--- config.mk ---
export PLATFORM = sky130hd
export DESIGN_NAME = stage_if_prefetch_flat
export DESIGN_NICKNAME = d
export VERILOG_FILES = /design/src/rtl/stage_if_prefetch_pkg.sv /design/src/rtl/stage_if_prefetch_if.sv /design/src/rtl/stage_if_prefetch_fetch_queue.sv /design/src/rtl/stage_if_prefetch.sv /design/src/flat_wrapper.sv
export SDC_FILE = /design/constraint.sdc
export NUM_CORES = 1
export LEC_CHECK = 0
export CELL_PAD_IN_SITES_DETAIL_PLACEMENT = 0
export CELL_PAD_IN_SITES_GLOBAL_PLACEMENT = 2
export CORE_MARGIN = 3
export CORE_UTILIZATION = 43
export CTS_CLUSTER_DIAMETER = 40
export DETAILED_ROUTE_END_ITERATION = 7
export GPL_ROUTABILITY_DRIVEN = 0
export PLACE_DENSITY_LB_ADDON = 0.1
export REMOVE_ABC_BUFFERS = 1
export SYNTH_ARGS = -nofsm -noshare
export SYNTH_HDL_FRONTEND = slang
export SYNTH_HIERARCHICAL = 1
export SYNTH_SLANG_ARGS = --single-unit
--- constraint.sdc ---
create_clock -name clock -period 10.2 [get_ports clock]
set_clock_uncertainty 0.2 [all_clocks]
set_input_delay 1.02 -clock clock [delete_from_list [all_inputs] [get_ports clock]]
set_output_delay 1.02 -clock clock [all_outputs]
set_load 0.02 [all_outputs]
--- src/rtl/stage_if_prefetch_pkg.sv ---
// ----------------------------------------------------------------------------
// stage_if_prefetch_pkg
// Shared CPU defines used by the instruction-fetch prefetch stage: control
// level constants, instruction width, PC step and a small alignment helper.
// ----------------------------------------------------------------------------
package stage_if_prefetch_pkg;

    localparam int unsigned INSN_WIDTH    = 32;
    localparam int unsigned PC_STEP       = 4;

    localparam logic        RESET_ENABLE  = 1'b1;
    localparam logic        STALL_DISABLE = 1'b0;
    localparam logic        WRITE_ENABLE  = 1'b1;

    // True when the two low PC bits do not describe a word-aligned fetch.
    function automatic logic is_misaligned(input logic [1:0] low_bits);
        return low_bits != 2'b00;
    endfunction

endpackage

--- src/rtl/stage_if_prefetch_if.sv ---
// ----------------------------------------------------------------------------
// stage_if_prefetch_if
// Instruction-memory request/response bus between the fetch stage (master)
// and the instruction memory (slave).
//   mem_req/mem_addr   : fetch request, accepted when mem_ready is high
//   mem_rvalid/rdata   : in-order read response
// ----------------------------------------------------------------------------
interface stage_if_prefetch_if
    import stage_if_prefetch_pkg::*;
#(
    parameter int unsigned ADDR_WIDTH = 32
);

    logic                  mem_req;
    logic [ADDR_WIDTH-1:0] mem_addr;
    logic                  mem_ready;
    logic                  mem_rvalid;
    logic [INSN_WIDTH-1:0] mem_rdata;

    modport master (
        output mem_req,
        output mem_addr,
        input  mem_ready,
        input  mem_rvalid,
        input  mem_rdata
    );

    modport slave (
        input  mem_req,
        input  mem_addr,
        output mem_ready,
        output mem_rvalid,
        output mem_rdata
    );

endinterface

--- src/rtl/stage_if_prefetch_fetch_queue.sv ---
// ----------------------------------------------------------------------------
// fetch_queue
// Synchronous FIFO holding fetched {pc, insn} entries for decode.
//   clock, reset  : clock, synchronous active-high reset
//   push_i        : write push_data_i at the tail
//   pop_i         : drop the head entry (ignored when empty)
//   flush_i       : empty the queue; same-cycle push/pop are discarded
//   count_o       : current occupancy
//   head_valid_o  : queue non-empty
//   head_data_o   : head entry, zero while empty
// DEPTH must be a power of two so the pointers wrap naturally.
// ----------------------------------------------------------------------------
module fetch_queue
    import stage_if_prefetch_pkg::*;
#(
    parameter  int unsigned DEPTH = 4,
    parameter  int unsigned WIDTH = 64,
    localparam int unsigned CNT_W = $clog2(DEPTH + 1)
) (
    input  logic             clock,
    input  logic             reset,
    input  logic             push_i,
    input  logic [WIDTH-1:0] push_data_i,
    input  logic             pop_i,
    input  logic             flush_i,
    output logic [CNT_W-1:0] count_o,
    output logic             head_valid_o,
    output logic [WIDTH-1:0] head_data_o
);

    localparam int unsigned PTR_W = $clog2(DEPTH);

    logic [WIDTH-1:0] mem_q [DEPTH];
    logic [PTR_W-1:0] wr_ptr_q, wr_ptr_d;
    logic [PTR_W-1:0] rd_ptr_q, rd_ptr_d;
    logic [CNT_W-1:0] count_q, count_d;
    logic             do_push;
    logic             do_pop;

    assign do_push = (push_i == WRITE_ENABLE) && !flush_i;
    assign do_pop  = pop_i && !flush_i && (count_q != 0);

    // NOTE: every always_comb output gets a default first so no path leaves it unassigned (no latch).
    always_comb begin
        wr_ptr_d = wr_ptr_q;
        rd_ptr_d = rd_ptr_q;
        count_d  = count_q;
        if (flush_i) begin
            wr_ptr_d = '0;
            rd_ptr_d = '0;
            count_d  = '0;
        end else begin
            if (do_push) wr_ptr_d = wr_ptr_q + PTR_W'(1);
            if (do_pop)  rd_ptr_d = rd_ptr_q + PTR_W'(1);
            count_d = count_q + CNT_W'(do_push) - CNT_W'(do_pop);
        end
    end

    // NOTE: sequential state uses non-blocking assignments so all flops update from pre-edge values.
    always_ff @(posedge clock) begin
        if (reset == RESET_ENABLE) begin
            wr_ptr_q <= '0;
            rd_ptr_q <= '0;
            count_q  <= '0;
        end else begin
            wr_ptr_q <= wr_ptr_d;
            rd_ptr_q <= rd_ptr_d;
            count_q  <= count_d;
        end
    end

    // NOTE: storage is not reset; emptiness is tracked by count_q and the head is masked while empty.
    always_ff @(posedge clock) begin
        if (do_push) mem_q[wr_ptr_q] <= push_data_i;
    end

    assign count_o      = count_q;
    assign head_valid_o = (count_q != 0);
    assign head_data_o  = head_valid_o ? mem_q[rd_ptr_q] : '0;

endmodule

--- src/rtl/stage_if_prefetch.sv ---
// ----------------------------------------------------------------------------
// stage_if_prefetch
// Instruction-fetch prefetch stage: issues sequential fetch requests, queues
// in-order responses as {pc, insn} for decode, and handles redirects by
// flushing the queue and dropping responses still in flight.
//   clock, reset         : clock, synchronous active-high reset
//   stall                : blocks new fetch requests (not popping)
//   redirect_enable/pc   : restart fetch at redirect_pc, flush the queue
//   mem (master)         : request/response bus to instruction memory
//   out_valid/pc/insn    : queue head toward decode, out_ready pops it
//   out_misalign         : head is a misaligned-fetch marker
// Optional feature macro STAGE_IF_MISALIGN_EN: a misaligned redirect target
// halts issue and delivers a single marker entry; without it the target is
// forced word-aligned and out_misalign does not exist.
// ----------------------------------------------------------------------------
module stage_if_prefetch
    import stage_if_prefetch_pkg::*;
#(
    parameter int unsigned           ADDR_WIDTH   = 32,
    parameter int unsigned           DEPTH        = 4,
    parameter logic [ADDR_WIDTH-1:0] RESET_VECTOR = '0
) (
    input  logic                  clock,
    input  logic                  reset,
    input  logic                  stall,
    input  logic                  redirect_enable,
    input  logic [ADDR_WIDTH-1:0] redirect_pc,
    stage_if_prefetch_if.master   mem,
    output logic                  out_valid,
    output logic [ADDR_WIDTH-1:0] out_pc,
    output logic [INSN_WIDTH-1:0] out_insn,
    input  logic                  out_ready
`ifdef STAGE_IF_MISALIGN_EN
    ,
    output logic                  out_misalign
`endif
);

    localparam int unsigned CNT_W = $clog2(DEPTH + 1);
    localparam int unsigned SUM_W = CNT_W + 1;
`ifdef STAGE_IF_MISALIGN_EN
    localparam int unsigned ENTRY_W = 1 + ADDR_WIDTH + INSN_WIDTH;
`else
    localparam int unsigned ENTRY_W = ADDR_WIDTH + INSN_WIDTH;
`endif

    logic [ADDR_WIDTH-1:0] fetch_pc_q, fetch_pc_d;
    // PC of the next response that will be kept. Requests after a redirect
    // are sequential, so surviving responses follow the target in steps of 4.
    logic [ADDR_WIDTH-1:0] resp_pc_q, resp_pc_d;
    logic [CNT_W-1:0]      outstanding_q, outstanding_d;
    logic [CNT_W-1:0]      drop_count_q, drop_count_d;

    logic [ADDR_WIDTH-1:0] redirect_target;
    logic                  credit_ok;
    logic                  issue_halt;
    logic                  accept;
    logic                  resp_push;

    logic                  q_push;
    logic                  q_pop;
    logic [ENTRY_W-1:0]    q_push_data;
    logic [CNT_W-1:0]      q_count;
    logic                  q_head_valid;
    logic [ENTRY_W-1:0]    q_head_data;

`ifdef STAGE_IF_MISALIGN_EN
    logic halt_q, halt_d;
    logic pending_q, pending_d;
    logic mis_push;

    assign redirect_target = redirect_pc;
    assign issue_halt      = halt_q;
`else
    assign redirect_target = redirect_pc & ~ADDR_WIDTH'(3);
    assign issue_halt      = 1'b0;
`endif

    // Queue entries plus in-flight requests never exceed DEPTH, so every
    // response that is kept always finds a free slot.
    assign credit_ok = (SUM_W'(q_count) + SUM_W'(outstanding_q)) < SUM_W'(DEPTH);

    assign mem.mem_req  = (reset != RESET_ENABLE) && (stall == STALL_DISABLE) &&
                          !redirect_enable && credit_ok && !issue_halt;
    assign mem.mem_addr = fetch_pc_q;
    assign accept       = mem.mem_req && mem.mem_ready;

    always_comb begin
        fetch_pc_d    = fetch_pc_q;
        resp_pc_d     = resp_pc_q;
        outstanding_d = outstanding_q + CNT_W'(accept) - CNT_W'(mem.mem_rvalid);
        drop_count_d  = drop_count_q;
        resp_push     = 1'b0;
        q_pop         = 1'b0;
        if (redirect_enable) begin
            // Everything still in flight after this edge is stale; a response
            // arriving right now is already gone from outstanding_d.
            fetch_pc_d   = redirect_target;
            resp_pc_d    = redirect_target;
            drop_count_d = outstanding_d;
        end else begin
            if (accept) fetch_pc_d = fetch_pc_q + ADDR_WIDTH'(PC_STEP);
            if (mem.mem_rvalid) begin
                if (drop_count_q != 0) begin
                    drop_count_d = drop_count_q - CNT_W'(1);
                end else begin
                    resp_push = 1'b1;
                    resp_pc_d = resp_pc_q + ADDR_WIDTH'(PC_STEP);
                end
            end
            q_pop = q_head_valid && out_ready;
        end
    end

`ifdef STAGE_IF_MISALIGN_EN
    // A misaligned target stops issue; the marker entry is queued once all
    // stale responses have drained, and issue stays halted until a redirect.
    always_comb begin
        halt_d    = halt_q;
        pending_d = pending_q;
        mis_push  = 1'b0;
        if (redirect_enable) begin
            halt_d    = is_misaligned(redirect_target[1:0]);
            pending_d = halt_d;
        end else if (pending_q && (drop_count_q == 0)) begin
            mis_push  = 1'b1;
            pending_d = 1'b0;
        end
    end

    assign q_push       = resp_push | mis_push;
    assign q_push_data  = mis_push ? {1'b1, fetch_pc_q, {INSN_WIDTH{1'b0}}}
                                   : {1'b0, resp_pc_q, mem.mem_rdata};
    assign out_misalign = q_head_data[ENTRY_W-1];
`else
    assign q_push       = resp_push;
    assign q_push_data  = {resp_pc_q, mem.mem_rdata};
`endif

    always_ff @(posedge clock) begin
        if (reset == RESET_ENABLE) begin
            fetch_pc_q    <= RESET_VECTOR;
            resp_pc_q     <= RESET_VECTOR;
            outstanding_q <= '0;
            drop_count_q  <= '0;
`ifdef STAGE_IF_MISALIGN_EN
            halt_q        <= 1'b0;
            pending_q     <= 1'b0;
`endif
        end else begin
            fetch_pc_q    <= fetch_pc_d;
            resp_pc_q     <= resp_pc_d;
            outstanding_q <= outstanding_d;
            drop_count_q  <= drop_count_d;
`ifdef STAGE_IF_MISALIGN_EN
            halt_q        <= halt_d;
            pending_q     <= pending_d;
`endif
        end
    end

    fetch_queue #(
        .DEPTH (DEPTH),
        .WIDTH (ENTRY_W)
    ) u_fetch_queue (
        .clock        (clock),
        .reset        (reset),
        .push_i       (q_push),
        .push_data_i  (q_push_data),
        .pop_i        (q_pop),
        .flush_i      (redirect_enable),
        .count_o      (q_count),
        .head_valid_o (q_head_valid),
        .head_data_o  (q_head_data)
    );

    assign out_valid = q_head_valid;
    assign out_pc    = q_head_data[INSN_WIDTH +: ADDR_WIDTH];
    assign out_insn  = q_head_data[INSN_WIDTH-1:0];

endmodule

--- src/flat_wrapper.sv ---
// flat-port wrapper written by rule: the top's interface ports become plain ports
module stage_if_prefetch_flat import stage_if_prefetch_pkg::*;
#(
    parameter int unsigned           ADDR_WIDTH   = 32,
    parameter int unsigned           DEPTH        = 4,
    parameter logic [ADDR_WIDTH-1:0] RESET_VECTOR = '0
)
  (clock, reset, stall, redirect_enable, redirect_pc, out_valid, out_pc, out_insn, out_ready, mem_mem_req, mem_mem_addr, mem_mem_ready, mem_mem_rvalid, mem_mem_rdata);
  stage_if_prefetch_if #(.ADDR_WIDTH(ADDR_WIDTH)) mem_i ();
  input  logic clock;
  input  logic reset;
  input  logic stall;
  input  logic redirect_enable;
  input  logic [ADDR_WIDTH-1:0] redirect_pc;
  output logic out_valid;
  output logic [ADDR_WIDTH-1:0] out_pc;
  output logic [INSN_WIDTH-1:0] out_insn;
  input  logic out_ready;
  output wire logic [$bits(mem_i.mem_req)-1:0] mem_mem_req;
  output wire logic [$bits(mem_i.mem_addr)-1:0] mem_mem_addr;
  input wire logic [$bits(mem_i.mem_ready)-1:0] mem_mem_ready;
  input wire logic [$bits(mem_i.mem_rvalid)-1:0] mem_mem_rvalid;
  input wire logic [$bits(mem_i.mem_rdata)-1:0] mem_mem_rdata;
  assign mem_mem_req = mem_i.mem_req;
  assign mem_mem_addr = mem_i.mem_addr;
  assign mem_i.mem_ready = mem_mem_ready;
  assign mem_i.mem_rvalid = mem_mem_rvalid;
  assign mem_i.mem_rdata = mem_mem_rdata;
  stage_if_prefetch #(.ADDR_WIDTH(ADDR_WIDTH), .DEPTH(DEPTH), .RESET_VECTOR(RESET_VECTOR)) u_core (.clock(clock), .reset(reset), .stall(stall), .redirect_enable(redirect_enable), .redirect_pc(redirect_pc), .mem(mem_i), .out_valid(out_valid), .out_pc(out_pc), .out_insn(out_insn), .out_ready(out_ready));
endmodule
Cell density map:
The die is cut into 19 by 19 equal tiles; black is low, pale yellow is high, 0 to 100% covered.
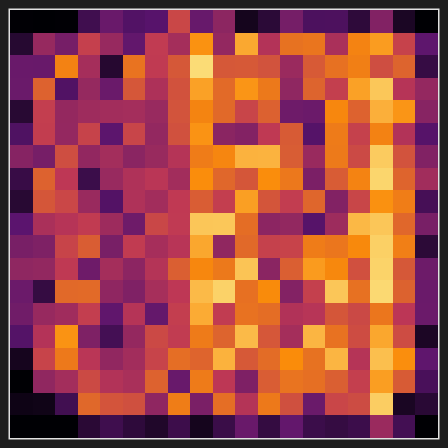
The mean over all tiles is 49%. The fullest tile reaches 92%. 12% of the tiles are over 75% full. 2.5% of the tiles are nearly empty.

Cell classes on the final placement:
Bar = 50 um. Fill, decap, tap and diode cells in grey.
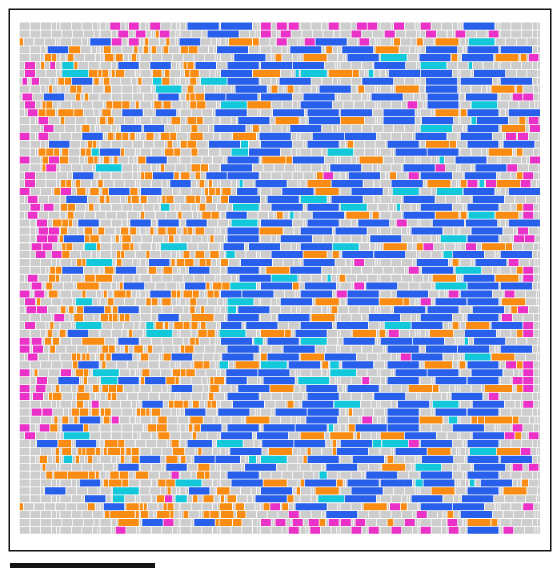
Blue is flops, cells 331. Orange is all other logic, cells 535. Magenta is other buffers and delay cells, cells 170. Cyan is clock drivers and dummy loads, cells 86.

Register map, names as in the netlist:
Bar = 50 um. Other sequential cells in the stronger grey, the rest of the logic in the fainter grey.
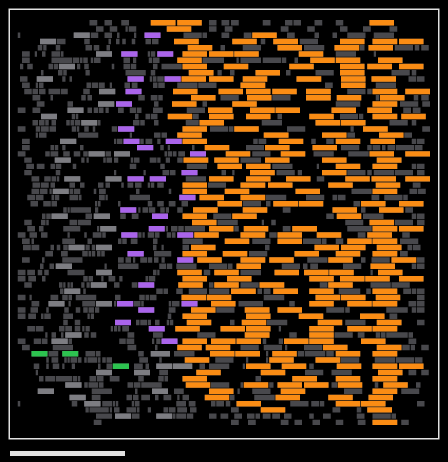
Orange is u_core/u_fetch_queue/mem_q, flops 256. Purple is u_core/resp_pc_q, flops 30. Green is u_core/drop_count_q, flops 3.
Another 42 sequential cells are not coloured.

Track usage over the die:
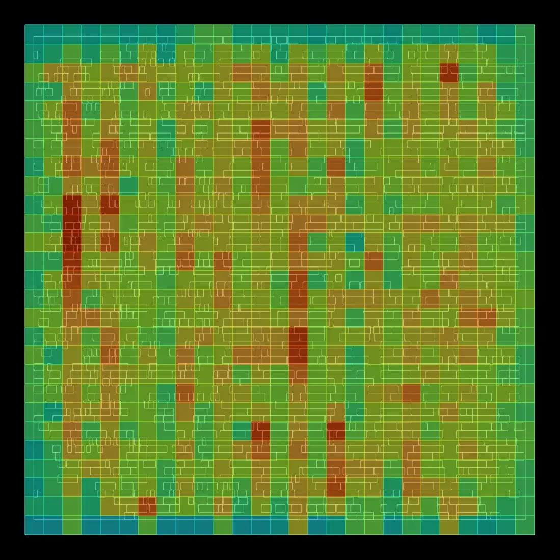
met3 GRT Util: 0.0342
global routing's busiest layer: met2
GRT Total Usage: 0.174
routing usage on met2: 0.278
share of the core filled with cells in the final layout: 0.549

Metal layers overlaid:
Bar = 50 um. Two of the layers only.
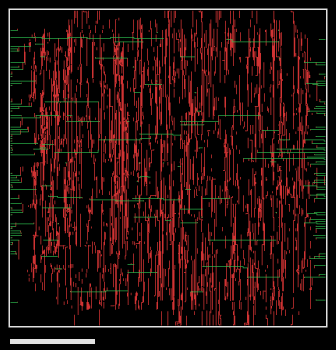
Red is met2, wire length 14100 um. Green is met3, wire length 1550 um.

==> run summary <==
Results of an implementation run.

The power report attributes to the clock group a share of 0.475. Per the synth stats, the proportion of register bits with asynchronous set or reset is 0. The core outline area is 31800 um^2. The end point of the worst hold path is u_core/u_fetch_queue/mem_q[3][63]$_DFFE_PP_. For this run, the script counts the antenna cells in the layout as 0. The number of violations of the max-capacitance limit is 0. The synthesized design contains 256 enable-type register cells. The final worst setup slack is 5.64 ns. In the final layout, the share of cells above drive strength 1 is 0.154.

After synthesis, the netlist uses 66 different library cells. Dividing the synthesized area by the synthesized cell count gives 15.4 um^2. The cell total in the yosys stat output is 911. The area overhead of the layout relative to synthesis is 24.7%. The synthesized-area fraction occupied by adder cells is 0.0154. The site row count is 65. Measured along the x axis, the die boundary spans 186 um.

The register bit total from synthesis is 331. The critical path data required time is 8.98 ns. The floorplan step defined a die boundary enclosing 34800 um^2. After technology mapping, the gate count stands at 911. The number of antenna violations at the first check in global routing came to 0. The type of origin of the critical path is a flop. Buffers placed on the I/O ports in this run total 164. The number of cells traversed by the worst register-to-register path is 12. The leading cell type by number of instances after synthesis is sky130_fd_sc_hd__edfxtp_1. Per the final timing report, the hold violations number 0. The first global-routing pass estimated 48500 um of wire. The placed instances occupy a cell area of 15900 um^2. The critical path's largest stage delay is 0.74 ns.

After routing, the total negative slack on setup checks comes to 0 ns. STA lists the maximum fanout along the critical path as 36. The number of vias in the routed layout is 8132. According to the CTS report, the clock sink count is 331. The number of gates resized after CTS was 0. Across all checked pins, the minimum headroom to the slew limit is 0.307. Summing all multiplexer cells gives an area fraction of 0.109.

The switching share of total power is 0.230. The flow ran to the end, and the final reports show no timing, DRC or antenna violations. The launching point of the worst reg2reg path is u_core/u_fetch_queue/count_o[2]$_SDFF_PP0_. The H-tree depth is 2. The tightest min-delay check is of the flop to flop type. Per the post-run analysis, buffers plus inverters along the critical path come to 2. Counting along the longest clock path gives a buffer depth of 3. The minimum setup slack after placement is 5.89 ns. The internal power of the cells is 2.50 mW. The yosys synthesis warning count is 6. Listed in order, past its start point the critical path passes buf_4 > mux4_1 > and2_1 > clkdlybuf4s50_1. For the pin with the worst max-slew slack, the measured transition is 1.04 ns. In this run, the synthesized area fraction spent on xor and xnor cells is recorded as 0.0242. For this design the static power due to leakage is 5.76 nW. The timing report gives the worst reg2reg path a setup slack of 6.77 ns.

The data arrival time of the worst path is 3.34 ns. The category of the most critical setup path is flop to primary output. The dominant delay contributor by cell family on the critical path is buffers and inverters. In this run, the synthesized area fraction spent on and/or/nand/nor cells is recorded as 0.114.

The biggest area contributor in the post-synthesis netlist is sky130_fd_sc_hd__edfxtp_1. The total power after layout is 3.25 mW. The combined area of all synthesized cells is 14000 um^2. The slowest cell on the critical path is sky130_fd_sc_hd__dfxtp_4. The clock transition at the registers of the reported paths is 0.06 ns.

After detailed routing, the number of vias per cell comes to 5.22. Per the synth stats, the flop cell with the highest instance count is sky130_fd_sc_hd__edfxtp_1. The cell sitting at the root of the clock tree is a sky130_fd_sc_hd__clkbuf_16.

The report lists the power per cell area as 186 nW/um^2. Counting tap cells, the placed design contains a total of 1471 instances. The area fraction of the largest cell type after synthesis is 0.549. The HPWL reported at the end of detailed placement is 18000 um. From the final report, the count of setup violators was given as 0. According to the Yosys statistics, the synthesized design has a chip area of 14000 um^2. Sorting the synthesized cells by area gives the leading types as sky130_fd_sc_hd__edfxtp_1 55%, sky130_fd_sc_hd__dfxtp_1 11%, sky130_fd_sc_hd__mux4_2 9.7%, sky130_fd_sc_hd__and2_1 3.3%, sky130_fd_sc_hd__xor2_1 1.3%.

The number of setup buffers added after CTS is 0. Summed over all nets, the switching power comes to 0.747 mW. The largest net degree at the start of global routing is 70. The main logic family after synthesis is simple AND/OR/NAND/NOR gates. The maximum VDD drop is 103 uV. Buffers inserted during clock tree synthesis total 46. The layout has 2593 filler cells.

The and-or/or-and share of the synthesized area is 0.0503. Summed over all layers, the global routing overflow is 0. The mean routed wirelength per cell is 19.5 um. TritonRoute reported its final design rule violation total as 0.

Setup repair after global routing left no endpoint under its margin. The count of nets left with antenna violations after detail routing is 0. The sum of routed wire length over all layers is 30400 um. TritonCTS built the clock tree.
## sequential cells by signal, indices dropped and copies added (netlist names), named ones only
name	flops
u_core/u_fetch_queue/mem_q	256
u_core/resp_pc_q	30
u_core/u_fetch_queue/wr_ptr_q	2
u_core/outstanding_q	3
u_core/drop_count_q	3
u_core/u_fetch_queue/count_o	3
u_core/u_fetch_queue/rd_ptr_q	2
u_core/mem.mem_addr	30
## worst reg2reg max path, stage by stage, from the launching register on
cell and delay [ns]:
sky130_fd_sc_hd__dfxtp_1 0.41, sky130_fd_sc_hd__ha_1 0.27, sky130_fd_sc_hd__nor4_1 0.31, sky130_fd_sc_hd__and3_1 0.22, sky130_fd_sc_hd__buf_4 0.22, sky130_fd_sc_hd__inv_2 0.24, sky130_fd_sc_hd__ha_1 0.37, sky130_fd_sc_hd__inv_1 0.04
sky130_fd_sc_hd__ha_1 0.18, sky130_fd_sc_hd__fa_1 0.39, sky130_fd_sc_hd__xnor2_1 0.15, sky130_fd_sc_hd__xnor2_1 0.14, sky130_fd_sc_hd__a211oi_1 0.21
## power groups by stage
stage / clock network [mW] / logic (mW) / registers, mW
floorplan: 0 / 0.0868 / 1.55
global placement: 0 / 0.184 / 1.55
detailed placement: 0 / 0.185 / 1.55
CTS: 1.58 / 0.186 / 1.52
global route: 1.64 / 0.203 / 1.53
finish: 1.54 / 0.183 / 1.52
## cell families after synthesis
family,count (synthesis)
XOR/XNOR,37
AND/OR/NAND/NOR,274
buffers and inverters,74
AND-OR/OR-AND,107
multiplexers,71
flip-flops,331
other,1
adder cells (fa/ha/maj),16
## layout by cell type, fill, tap and decap left out, drive strengths merged, types with 6 or more instances in the layout
cell	count
edfxtp	256
buf	8
xor2	21
and3	13
nor3	15
a211oi	16
and4	7
o21ai	13
a21oi	23
nand2	41
clkinvlp	6
clkdlybuf4s50	162
clkbuf	50
or3	10
and2	73
a31oi	20
nand3	24
xnor2	15
dfxtp	75
mux4	64
ha	14
conb	10
clkinv	18
nor2	38
inv	29
a21boi	11
nand4	27
## worst max-delay path by stage
stage                              start  slack (ns)                                          end  depth (start not counted)
final                               flop        5.64                                  out_insn[2]                          4
after global routing                flop        5.39                                  out_insn[2]                          4
after CTS                           flop        5.50                                  out_insn[2]                          4
after detailed placement           stall        5.89          u_core/drop_count_q[2]$_SDFFE_PP0P_                         12
after global placement    mem_mem_rvalid        5.93  u_core/u_fetch_queue/mem_q[1][10]$_DFFE_PP_                          5
after floorplan                     flop        5.39                                  out_insn[0]                          2
## per-layer routing
metal	part of all wire	global-route usage	vias to the layer above	wire length, um
met4	0.022	0.0457	0	675
met1	0.46	0.248	3992	14100
met2	0.46	0.278	215	14100
met3	0.051	0.0342	49	1550
li1	-	-	3876	-
met5	0	0	-	0
## layout make-up
class | instances | area (um^2) | area share
timing repair buffer | 170 | 1680 | 0.0960
sequential | 331 | 9200 | 0.527
clock buffer | 50 | 1170 | 0.0668
clock inverter | 36 | 367 | 0.0210
tap | 435 | 544 | 0.0312
inverter | 20 | 75.1 | 0.00430
multi-input combinational | 515 | 4440 | 0.254
No activity file was given, so power comes from the tool's default toggle rates.
